**Cell density map**

(2 px per um) The die is cut into 15 by 9 equal tiles; white is low, dark blue is high, 0 to 100% covered.
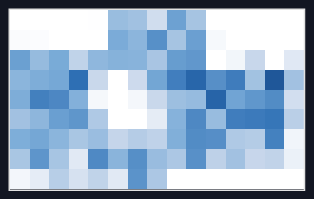
**Clock network drawn from the DEF**

(4 px per um)
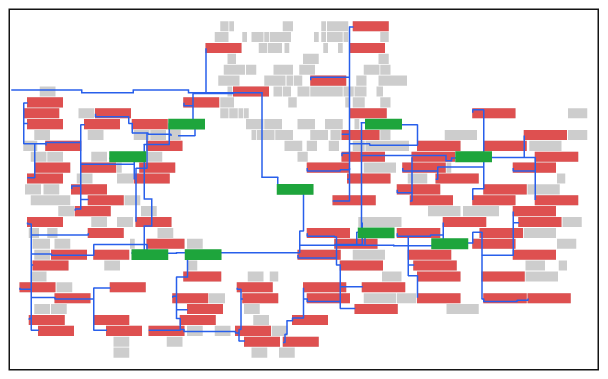
**Power grid**

(4 px per um) Pins as bars on the die edge.
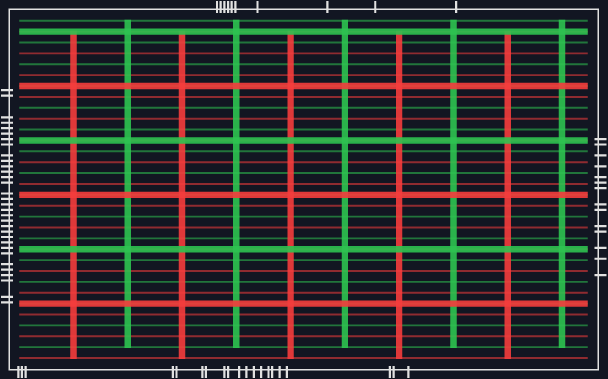
**M4 wires**

(3 px per um)
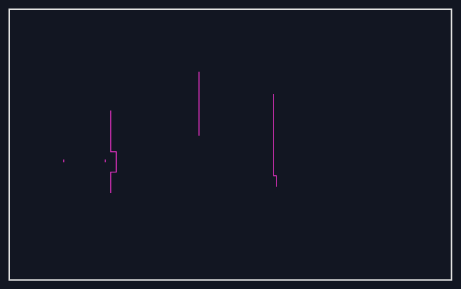
**Congestion heat map**

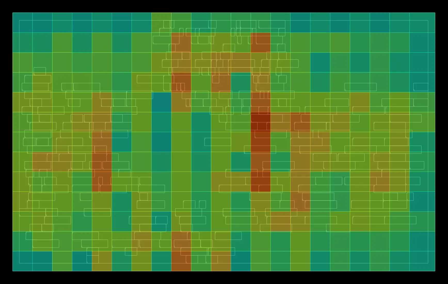
==> config.mk <==
export PLATFORM = sky130hd
export DESIGN_NAME = rx_controller
export DESIGN_NICKNAME = d
export VERILOG_FILES = /design/src/rtl/uart_pkg.sv /design/src/rtl/rx_fifo.sv /design/src/rtl/rx_controller.sv
export SDC_FILE = /design/constraint.sdc
export NUM_CORES = 1
export LEC_CHECK = 0
export ABC_AREA = 0
export CAP_MARGIN = 25
export CORE_ASPECT_RATIO = 0.6
export CORE_MARGIN = 2
export CORE_UTILIZATION = 30
export DETAILED_ROUTE_END_ITERATION = 7
export DONT_BUFFER_PORTS = 1
export HOLD_SLACK_MARGIN = 0.1
export PLACE_DENSITY = 0.55
export SETUP_SLACK_MARGIN = 0.5
export SYNTH_ARGS = -nofsm -noshare
export SYNTH_HDL_FRONTEND = slang
export SYNTH_HIERARCHICAL = 1
export SYNTH_SLANG_ARGS = --single-unit
==> constraint.sdc <==
create_clock -name clk_i -period 2.3 [get_ports clk_i]
set_input_delay 0.46 -clock clk_i [delete_from_list [all_inputs] [get_ports clk_i]]
set_output_delay 0.46 -clock clk_i [all_outputs]
set_load 0.005 [all_outputs]
==> impl_metrics.csv <==
group,metric,value,unit
status,outcome,"completed",
sta,postLayoutSetupSlackWorst,0.260,ns
worst_setup_path,path_max_fanout,5,
die,die-area,13200,sq um
clock_network,max-clock-path-buffers,2,
sta,hold_viol,0,
synth,edf_count,40,
synth,ys_sh_adder,0.0191,
sta,fin_crit_sh,0.887,
layout,layout_top_cell,"dfrtp_1",
synth,seq_area_frac_synth,0.661,
hold_path,hold_depth,1,
global_route,grt_pass1_wl,10900,um
worst_setup_path,rr_worst_depth,6,
synth,topCombFamilyByArea,"multiplexers",
synth,synthCells,219,
drt,vias_per_cell,4.56,
synth,async_flop_share,0.551,
synth,yosys_warnings,6,
layout,fillCellCount,1112,
worst_setup_path,arrival,1.58,ns
synth,synth_area,3670,sq um
synth,ys_cells,219,
drt,drtIter0Drc,77,
clock_network,htree_levels,3,
sta,fin_tns_setup,0,ns
clock_network,clkSinkCount,89,
die,ios,76,
layout,finalNetCount,282,
layout,drive_gt1_frac,0.442,
clock_network,clkSlewWorstSetupHoldPaths,0.06,ns
layout,largest_reg_flops,40,
worst_setup_path,endpoint_kind,"output pin",
die,num_rows,31,
sta,slew-limit-headroom,0.690,
placement,dp_hpwl,4520,um
synth,xor_area_frac,0.00715,
worst_setup_path,startpoint_type,"flop",
drt,post-route-drc-count,0,
sta,fin_crit,2.04,ns
sta,worst_slew_pin_slew,0.464,ns
drt,drt_first_pass_iters,4,
worst_setup_path,path_class,"reg -> out",
global_route,grt_pass1_vias,2086,
sta,max_freq,0.490,GHz
global_route,grt-ovfl-total,0,
sta,rsz0062_at_grt,"yes",
clock_network,cts_tree,"done",
sta,slew_violations,0,
job,warning_count,35,
synth,yosysChipArea,3670,sq um
synth,synthTopCellsByArea,"edfxtp_1 (33%), dfrtp_1 (32%), mux2_2 (13%)",
global_route,antenna_found_initial,1,
synth,syn_avg_cell_area,16.8,sq um
synth,ff_type,"dfrtp_1",
worst_setup_path,r2r_slack,0.42,ns
synth,muxShareOfSynthArea,0.200,
drt,wl_per_cell,17.1,um
layout,syn2layout_area_growth,20.3,%
synth,ys_ff,89,
layout,lay_top_cells,"dfrtp_1 (45), mux2_2 (40), edfxtp_1 (40)",
synth,fp_nets,266,
placement,place_congestion,0.697,
power,power_per_cell_area,1040,nW/um^2
sta,finalSetupViolCount,0,
synth,simple_gate_area_frac,0.0637,
drt,final_antenna_net_count,0,
hold_path,hp-class,"in -> reg",
synth,yosysTopAreaCell,"edfxtp_1",
global_route,grt_start_max_net_pins,50,
clock_network,numCtsBuffers,9,
power,power_leakage,1.65,nW
job,maxCapViolCount,0,
worst_setup_path,required,1.84,ns
clock_network,clock_tree.root_cell,"clkbuf_16",
Back to the opening pictures, 'cell density map':
emptiest ninth of the die: top right
tiles over 75% full: 2.2%
densest ninth of the die: right middle
fullest tile: 84%
FP Core Util: 0.307
Core ar.: 12000 sq um
final core utilization: 0.369

Back to the opening pictures, 'clock network drawn from the DEF':
[blue] clock wires | length: 1050 um
[red] flip-flops | count: 89
[green] clock drivers | count: 9
routed clock nets: 10
Worst-Skew Late Latency: 0.34 ns
clock skew: 0.00499 ns
clock network power share: 0.330
P_clk: 1.52 mW

Back to the opening pictures, 'power grid':
| color | net |
|---|---|
| red | VSS |
| green | VDD |
met5 straps: 6
rows: 31
met1 rails: 32
largest vdd supply drop: 0.000339 V
die width: 147 um
Die Ht: 89.7 um

Back to the opening pictures, 'M4 wires':
nets with wire on the layer: 3
share of all routed wire: 1.2%
Vias: 1853
final wirelength: 6930 um

Back to the opening pictures, 'congestion heat map':
GR Util All Layers: 0.109
met1 Track Usage GR: 0.128
met2 Use GR: 0.164
GR peak layer: met2

==> cell usage after synthesis (3+ instances only) <==
cell type,count
dfrtp_1,47
mux2_2,41
edfxtp_1,40
nor2_1,11
nor2b_1,11
mux4_2,10
buf_2,6
inv_1,6
ha_1,4
nand2b_1,4
nor3b_1,4
buf_6,3
==> cell type report <==
class                   instances  area, sq um  area share
repair buffers                 16          176      0.0399
multi-input cells             113         1270       0.286
clock buffers                  11          233      0.0526
well taps                     165          206      0.0467
flip-flops and latches         89         2430       0.550
inverters                       6         25.0     0.00566
diodes                          1         2.50    0.000566
clock inverters                 5         80.1      0.0181
==> timing repair <==
item / 4_1_cts / 5_1_grt
cloned: 0 / 1
setup endpoints to repair: 52 / 54
hold buffers: 2 / 0
gates resized: 5 / 22
setup buffers: 2 / 1
hold endpoints to repair: 49 / 0
pin swaps: 1 / 0
==> metrics by stage <==
step	cell area [sq um]	std cells	total power [mW]
global placement	3930	383	2.83
floorplan	3730	219	2.65
CTS	4310	403	4.47
finish	4420	406	4.61
global route	4420	405	4.85
detailed placement	3930	383	2.86
==> cells by family after synthesis <==
group	Yosys count
flip-flops	89
multiplexers	55
AND/OR/NAND/NOR	39
buffers and inverters	17
AND-OR/OR-AND	11
adder cells (fa/ha/maj)	5
XOR/XNOR	3
==> power by group <==
| group | leakage, nW | switching [mW] | internal, mW |
|---|---|---|---|
| Clock | 0.147 | 0.571 | 0.950 |
| Sequential | 0.946 | 0.140 | 1.84 |
| Combinational | 0.559 | 0.496 | 0.611 |
==> per-layer routing <==
layer	track usage	wire length, um	vias to the layer above	part of all wire
met5	0	13	-	0.0019
met4	0.0291	84	2	0.012
met3	0.0751	718	10	0.10
met2	0.164	3020	57	0.44
met1	0.128	3090	947	0.45
li1	-	-	837	-
==> worst max-delay path, stage by stage (launching register included) <==
cell and delay (ns):
dfrtp_2 0.43, clkbuf_16 0.18, mux4_2 0.49, nor2b_4 0.14
Power is estimated from default activity; no workload was simulated.
